Figure 1. The metal 3 layer (run 1).
The bar under the picture is 10 um long.
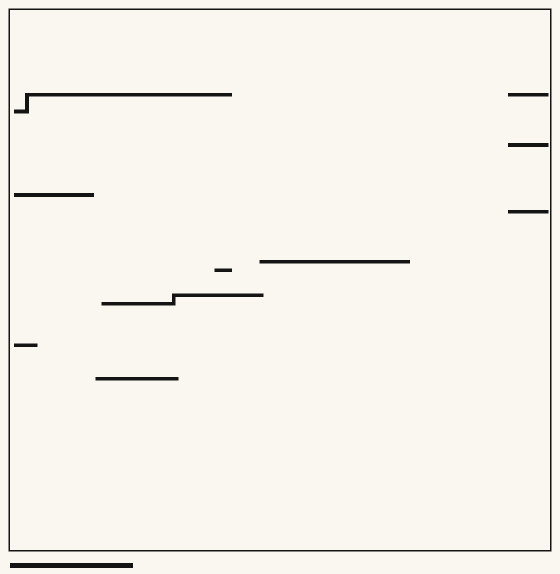
Figure 2. I/O nets highlighted (run 1).
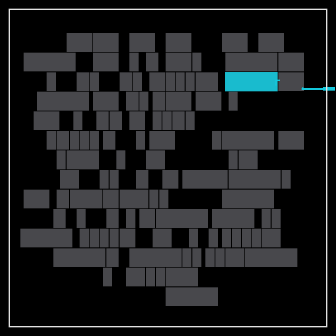
Figure 3. Logic cells by family (run 1).
The bar under the picture is 10 um long.
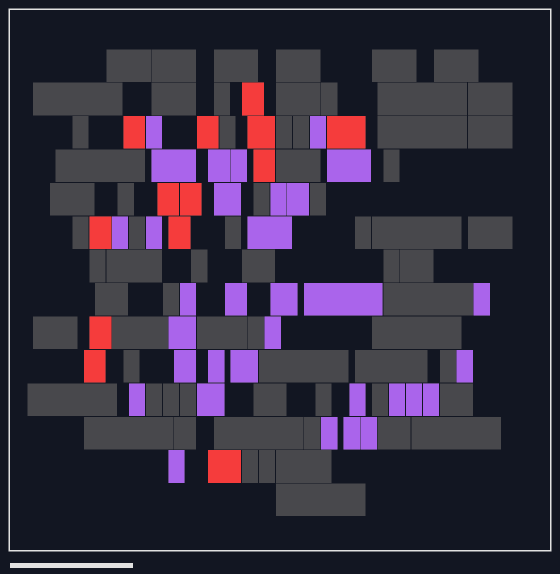
### src/rtl/scan_mux.sv
// Channel multiplexer with manual select and timed auto-scan.
// Output data, channel index, valid and step are all registered with one cycle of latency.
module scan_mux #(
    parameter  int CHANNELS = 4,
    parameter  int WIDTH    = 1,
    parameter  int DWELL    = 100,
    localparam int SEL_W    = $clog2(CHANNELS)
) (
    input  logic                      clk,
    input  logic                      rst,
    input  logic [CHANNELS*WIDTH-1:0] x,
    input  logic                      mode,
    input  logic [SEL_W-1:0]          sel,
    input  logic                      hold,
    output logic [WIDTH-1:0]          y,
    output logic [SEL_W-1:0]          ch,
    output logic                      valid,
    output logic                      step
);

    localparam int              CNT_W    = $clog2(DWELL + 1);
    localparam logic [CNT_W-1:0] CNT_LAST = CNT_W'(DWELL - 1);
    localparam logic [SEL_W-1:0] CH_LAST  = SEL_W'(CHANNELS - 1);

    typedef enum logic {
        MANUAL = 1'b0,
        SCAN   = 1'b1
    } state_t;

    state_t           state_r;
    logic [CNT_W-1:0] cnt_r;
    logic [WIDTH-1:0] y_r;
    logic [SEL_W-1:0] ch_r;
    logic             valid_r;
    logic             step_r;

    logic [CNT_W-1:0] cnt_cur_s;
    logic             terminal_s;
    logic             sel_legal_s;
    logic [SEL_W-1:0] scan_ch_s;

    // Only indices below CHANNELS map to data; anything else yields zero.
    function automatic logic [WIDTH-1:0] pick_channel(
        input logic [CHANNELS*WIDTH-1:0] data,
        input logic [SEL_W-1:0]          idx
    );
        logic [WIDTH-1:0] res;
        res = {WIDTH{1'b0}};
        for (int k = 0; k < CHANNELS; k++) begin
            if (idx == SEL_W'(k)) begin
                res = data[k*WIDTH +: WIDTH];
            end else begin
                res = res;
            end
        end
        return res;
    endfunction

    // Dwell terminal detection and the channel the scan moves to this cycle.
    always_comb begin
        cnt_cur_s   = (state_r == SCAN) ? cnt_r : {CNT_W{1'b0}};
        terminal_s  = (cnt_cur_s == CNT_LAST);
        sel_legal_s = ({1'b0, sel} < (SEL_W + 1)'(CHANNELS));
        if (hold) begin
            scan_ch_s = ch_r;
        end else if (terminal_s) begin
            scan_ch_s = (ch_r == CH_LAST) ? {SEL_W{1'b0}} : ch_r + SEL_W'(1);
        end else begin
            scan_ch_s = ch_r;
        end
    end

    // Mode FSM, dwell counter and registered outputs; mode sampled at an edge governs that edge.
    always_ff @(posedge clk) begin
        if (rst) begin
            state_r <= MANUAL;
            cnt_r   <= {CNT_W{1'b0}};
            y_r     <= {WIDTH{1'b0}};
            ch_r    <= {SEL_W{1'b0}};
            valid_r <= 1'b0;
            step_r  <= 1'b0;
        end else begin
            state_r <= mode ? SCAN : MANUAL;
            if (!mode) begin
                cnt_r  <= {CNT_W{1'b0}};
                step_r <= 1'b0;
                if (sel_legal_s) begin
                    ch_r    <= sel;
                    y_r     <= pick_channel(x, sel);
                    valid_r <= 1'b1;
                end else begin
                    ch_r    <= ch_r;
                    y_r     <= {WIDTH{1'b0}};
                    valid_r <= 1'b0;
                end
            end else begin
                valid_r <= 1'b1;
                ch_r    <= scan_ch_s;
                y_r     <= pick_channel(x, scan_ch_s);
                if (hold) begin
                    cnt_r  <= cnt_cur_s;
                    step_r <= 1'b0;
                end else if (terminal_s) begin
                    cnt_r  <= {CNT_W{1'b0}};
                    step_r <= 1'b1;
                end else begin
                    cnt_r  <= cnt_cur_s + CNT_W'(1);
                    step_r <= 1'b0;
                end
            end
        end
    end

    assign y     = y_r;
    assign ch    = ch_r;
    assign valid = valid_r;
    assign step  = step_r;

endmodule

### config.mk
export PLATFORM = sky130hd
export DESIGN_NAME = scan_mux
export DESIGN_NICKNAME = d
export VERILOG_FILES = /design/src/rtl/scan_mux.sv
export SDC_FILE = /design/constraint.sdc
export NUM_CORES = 1
export LEC_CHECK = 0
export ABC_AREA = 1
export CAP_MARGIN = 5
export CORE_UTILIZATION = 40
export CTS_CLUSTER_SIZE = 16
export DETAILED_ROUTE_END_ITERATION = 8
export PLACE_DENSITY_LB_ADDON = 0.08
export SLEW_MARGIN = 15
export SYNTH_ARGS = -nofsm -noshare
export SYNTH_HDL_FRONTEND = slang
export SYNTH_SLANG_ARGS = --single-unit
### constraint.sdc
create_clock -name clk -period 2.25 [get_ports clk]
set_input_delay 0.3375 -clock clk [delete_from_list [all_inputs] [get_ports clk]]
set_output_delay 0.3375 -clock clk [all_outputs]
set_load 0.02 [all_outputs]
==> impl_metrics.env, run 1 <==
# yosys + openroad results
export IMPL_compound_area_share_pct=10.30
export IMPL_fp_utilization_pct=44.68
export IMPL_largest_reg_flops=7
export IMPL_dieArea_um2=1933
export IMPL_p_switching_uw=116.2
export IMPL_adder_share_pct=3.552
export IMPL_final_setup_viol_count=0
export IMPL_wl_met3_um=68
export IMPL_end_kind="flip-flop"
export IMPL_ant_nets=0
export IMPL_clkLatencyLatePin_ps=270
export IMPL_pg_clk_uw=142
export IMPL_clkPwrFrac_pct=31.1
export IMPL_crit_start="state_r$_SDFF_PP0_"
export IMPL_portBuffers=14
export IMPL_p_seq_uw=243
export IMPL_busiest_layer="met2"
export IMPL_top_layer="met4"
export IMPL_hold_ws_ps=494.4
export IMPL_rr_startpoint="state_r$_SDFF_PP0_"
export IMPL_most_common_cell="nand2_1"
export IMPL_holdBufCountCts=0
export IMPL_critical_path_max_fanout=8
export IMPL_grt_remaining_overflow=0
export IMPL_vias=618
export IMPL_comb_cells=67
export IMPL_synth_top_area_share_pct=36.94
export IMPL_cts_buffer_depth=2
export IMPL_ys_chip_area_um2=704.4
export IMPL_hold_start="cnt_r[1]$_SDFF_PP0_"
export IMPL_dp_hpwl_mm=1.086
export IMPL_largest_class="multi-input combinational cells"
export IMPL_cts_made_buffers=3
export IMPL_area_growth_pct=26.47
export IMPL_setup_slack_ps=527.3
export IMPL_yosys_area_top_type="dfxtp_1"
export IMPL_use_met3_pct=6.250
export IMPL_cts_tree="built"
export IMPL_worst_ep_arrival_time_ps=1880
export IMPL_post_route_period_util_pct=76.57
export IMPL_clkCellAreaFrac_pct=2.949
export IMPL_drt_met1_wl_um=709
export IMPL_antenna_found_initial=0
export IMPL_layout_non_clock_buffers=14
export IMPL_cts_resized_gates=0
export IMPL_clock_sinks=13
export IMPL_root_buffer="clkbuf_4"
export IMPL_finalHoldViolCount=0
export IMPL_logic_family="simple AND/OR/NAND/NOR gates"
export IMPL_path_cells="nand2_1 -> inv_1 -> ha_1 -> nand2_2 -> nor2_4 -> nand3_4 -> o21ai_1 -> nand3_2 -> nand3_2 -> a21oi_2"
export IMPL_max_freq_mhz=580.5
export IMPL_start_kind="flip-flop"
export IMPL_cp_common_cell="nand3_2"
export IMPL_skew_ps=0.9521
export IMPL_top_register="cnt_r"
export IMPL_first_global_vias=524
export IMPL_pg_comb_uw=72.8
export IMPL_placed_area_um2=864.6
export IMPL_report_final_slew_viol_count=0
export IMPL_yosysSeqAreaShare_pct=36.94
export IMPL_status="complete, no violations"
export IMPL_ys_cells=96
export IMPL_avgRoutedWirePerCell_um=10.30
export IMPL_cp_required_ps=2410
About Figure 1:
- main direction: horizontal
- longest straight run: 16.6 um
- nets with wire on the layer: 8
- wire length on this layer: 68.7 um

About Figure 2:
- `valid`: cyan (bits 1; direction output; edge east; end cells 1; buffers 1; wire 4.30 um)

About Figure 3:
- inverting AOI/OAI gates: red (cells 13)
- NAND gates: purple (cells 33)
post-route insts no fill: 130
Commonest Layout Cell: nand2_1
Comb/total area: 43.12%

==> run 2, diff against run 1 <==
==> constraint.sdc (replaced) <==
create_clock -name clk -period 1.4 [get_ports clk]
set_input_delay 0.21 -clock clk [delete_from_list [all_inputs] [get_ports clk]]
set_output_delay 0.21 -clock clk [all_outputs]
set_load 0.02 [all_outputs]
Figure 4. The metal 3 layer (run 2).
The bar under the picture is 10 um long.
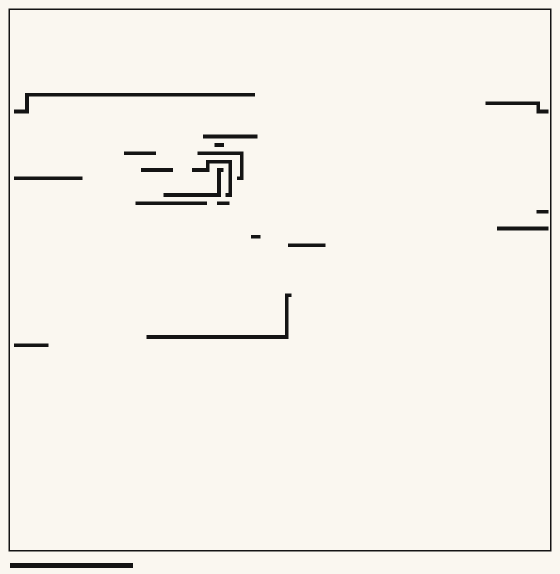
- wire length on this layer: 90.7 um
- nets with wire on the layer: 15
- main direction: horizontal
drt total wl: 1.596 mm
grt met3 use: 6.250%
Vias: 710

Figure 5. I/O nets highlighted (run 2).
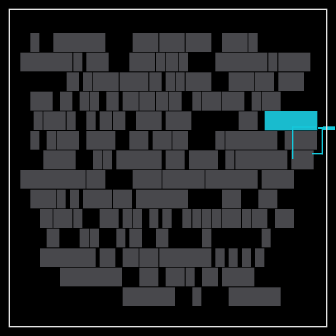
- `valid`: cyan (bits 1; direction output; edge east; end cells 1; buffers 1; wire 13.7 um)
IO Pins: 15
IO buf count: 14

==> run 2 against run 1 <==
Compared with the run above: the flow now finishes with violations (DRC, setup timing); global-route usage increased by 2.8 points; fmax grew 18%; register-to-register slack lost 590 ps; combinational power is about 90% higher; clock-buffer cell count unchanged; wire length is 19% higher; flip-flop count stayed put; via count is 15% higher; non-clock buffer count rose by 13; critical endpoint unchanged.
==> impl_metrics.env, run 2 <==
# yosys + openroad results
export IMPL_cp_required_ps=1580
export IMPL_pg_comb_uw=138
export IMPL_critical_path_max_fanout=7
export IMPL_post_route_period_util_pct=104.7
export IMPL_drive_gt1_share_pct=31.50
export IMPL_cts_buffer_depth=2
export IMPL_top_layer="met4"
export IMPL_largest_reg_flops=7
export IMPL_rsz0062_at_grt="yes"
export IMPL_worst_ep_arrival_time_ps=1640
export IMPL_edf_count=0
export IMPL_p_switching_uw=205.6
export IMPL_holdBufCountCts=0
export IMPL_yosys_area_top_type="dfxtp_1"
export IMPL_start_kind="flip-flop"
export IMPL_irDropWorstVdd_mv=0.4158
export IMPL_drt_met1_wl_um=765
export IMPL_worst_r2r_endpoint="y$_SDFF_PP0_"
export IMPL_hold_ws_ps=494.6
export IMPL_fp_utilization_pct=44.68
export IMPL_comb_cells=67
export IMPL_setup_slack_ps=-65.51
export IMPL_layout_cells_non_filler=143
export IMPL_clock_buffer_count=4
export IMPL_comb_cell_share_pct=41.41
export IMPL_top_register="cnt_r"
export IMPL_most_common_cell="nand2_1"
export IMPL_logic_family="simple AND/OR/NAND/NOR gates"
export IMPL_clkCellAreaFrac_pct=2.506
export IMPL_end_kind="flip-flop"
export IMPL_final_setup_viol_count=7
export IMPL_busiest_layer="met2"
export IMPL_compound_area_share_pct=10.30
export IMPL_wl_met3_um=90
export IMPL_dr_wl_met2_um=723
export IMPL_dieArea_um2=1933
export IMPL_flop_cell="dfxtp_1"
export IMPL_ant_nets=0
export IMPL_final_cell_mix="17 x nand2_1, 13 x inv_1, 12 x buf_4"
export IMPL_synth_top_area_share_pct=36.94
export IMPL_status="finished with violations"
export IMPL_cts_tree="built"
export IMPL_logic_area_um2=434.2
export IMPL_cts_made_buffers=3
export IMPL_antenna_found_initial=0
export IMPL_power_uw=764.7
export IMPL_p_int_uw=559.1
export IMPL_power_density_nw_per_um2=729.3
export IMPL_worst_pin_slew_ps=313.6
export IMPL_inverters=16
export IMPL_adder_share_pct=3.552
export IMPL_p_seq_uw=389
export IMPL_report_final_slew_viol_count=0
export IMPL_area_growth_pct=48.85
export IMPL_finalHoldViolCount=0
export IMPL_grt_pass1_wl_mm=2.553
export IMPL_path_cells="nand2_2 -> inv_2 -> ha_4 -> nand2_4 -> nor2_4 -> nand3_4 -> nand2_4 -> nand2_1 -> nand2_1 -> nand3_2 -> nand3_2 -> a21oi_2"
export IMPL_ys_chip_area_um2=704.4
export IMPL_max_cap_violations=0
export IMPL_path_class="flip-flop to flip-flop"
export IMPL_crit_start="state_r$_SDFF_PP0_"
export IMPL_clock_sinks=13
export IMPL_min_period_ps=1466
export IMPL_nFlopsAndLatches=13
export IMPL_yosysWarnings=0
export IMPL_failed_checks="DRC, setup timing"
export IMPL_hold_depth=2
export IMPL_hold_class="flip-flop to flip-flop"
export IMPL_first_global_vias=605
export IMPL_clkLatencyLatePin_ps=280
export IMPL_path_clk_slew_ps=80
export IMPL_worst_r2r_path_depth=12
export IMPL_h_tree_depth=1
export IMPL_skew_ps=3.064
export IMPL_endpoint="y$_SDFF_PP0_"
export IMPL_use_met2_pct=26.57
export IMPL_layout_top_cell="nand2_1"
export IMPL_grt_remaining_overflow=0
export IMPL_comb_power_share_pct=18.1
export IMPL_max_freq_mhz=682.4
export IMPL_placed_area_um2=977.2
export IMPL_path_depth=12
export IMPL_largest_class="multi-input combinational cells"
export IMPL_root_buffer="clkbuf_4"
export IMPL_syn_avg_cell_area_um2=7.338
export IMPL_ys_cells=96
export IMPL_hold_start="cnt_r[1]$_SDFF_PP0_"
export IMPL_layout_non_clock_buffers=27
export IMPL_die_h_um=43.97
export IMPL_first_iter_violations=18
export IMPL_warning_count=29
export IMPL_power_frac_seq_pct=50.9
export IMPL_post_cts_buffers=1
export IMPL_clkPwrFrac_pct=31.0
export IMPL_dp_hpwl_mm=1.240
export IMPL_vias_per_cell=4.965
export IMPL_async_flop_share_pct=0
export IMPL_buffer_area_share_pct=23.15
export IMPL_yosysSeqAreaShare_pct=36.94
export IMPL_num_antenna_cells=0
export IMPL_avgRoutedWirePerCell_um=11.16
export IMPL_synth_cellmix_simpleShare_pct=40.67
export IMPL_grt_use_met1_pct=25.06
export IMPL_route_detailed_drc=1
export IMPL_rr_startpoint="state_r$_SDFF_PP0_"
export IMPL_cpMaxStageDelayCell="dfxtp_4"
export IMPL_fin_util_pct=66.51
export IMPL_pg_clk_uw=237
export IMPL_ys_sh_xor_pct=0
export IMPL_cts_resized_gates=6
export IMPL_hold_path_end="cnt_r[1]$_SDFF_PP0_"
export IMPL_die_w_um=43.97
Figure 6. Cell area per tile (run 2).
The die is cut into 9 by 9 equal tiles; black is low, pale yellow is high, 0 to 100% covered.
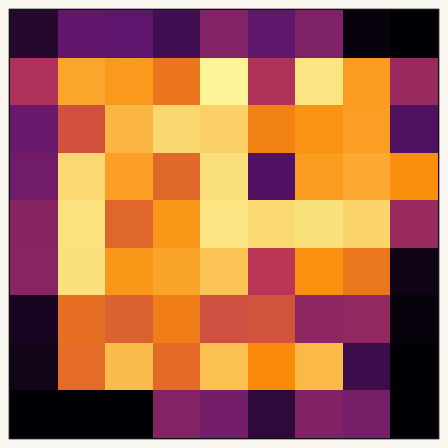
- tiles over 75% full: 37%
- fullest tile: 98%
- densest ninth of the die: centre
- nearly empty tiles: 7.4%
- mean over tiles: 53%
- emptiest ninth of the die: south-east

Power figures rest on the tool's default switching activity, not on a simulated workload.
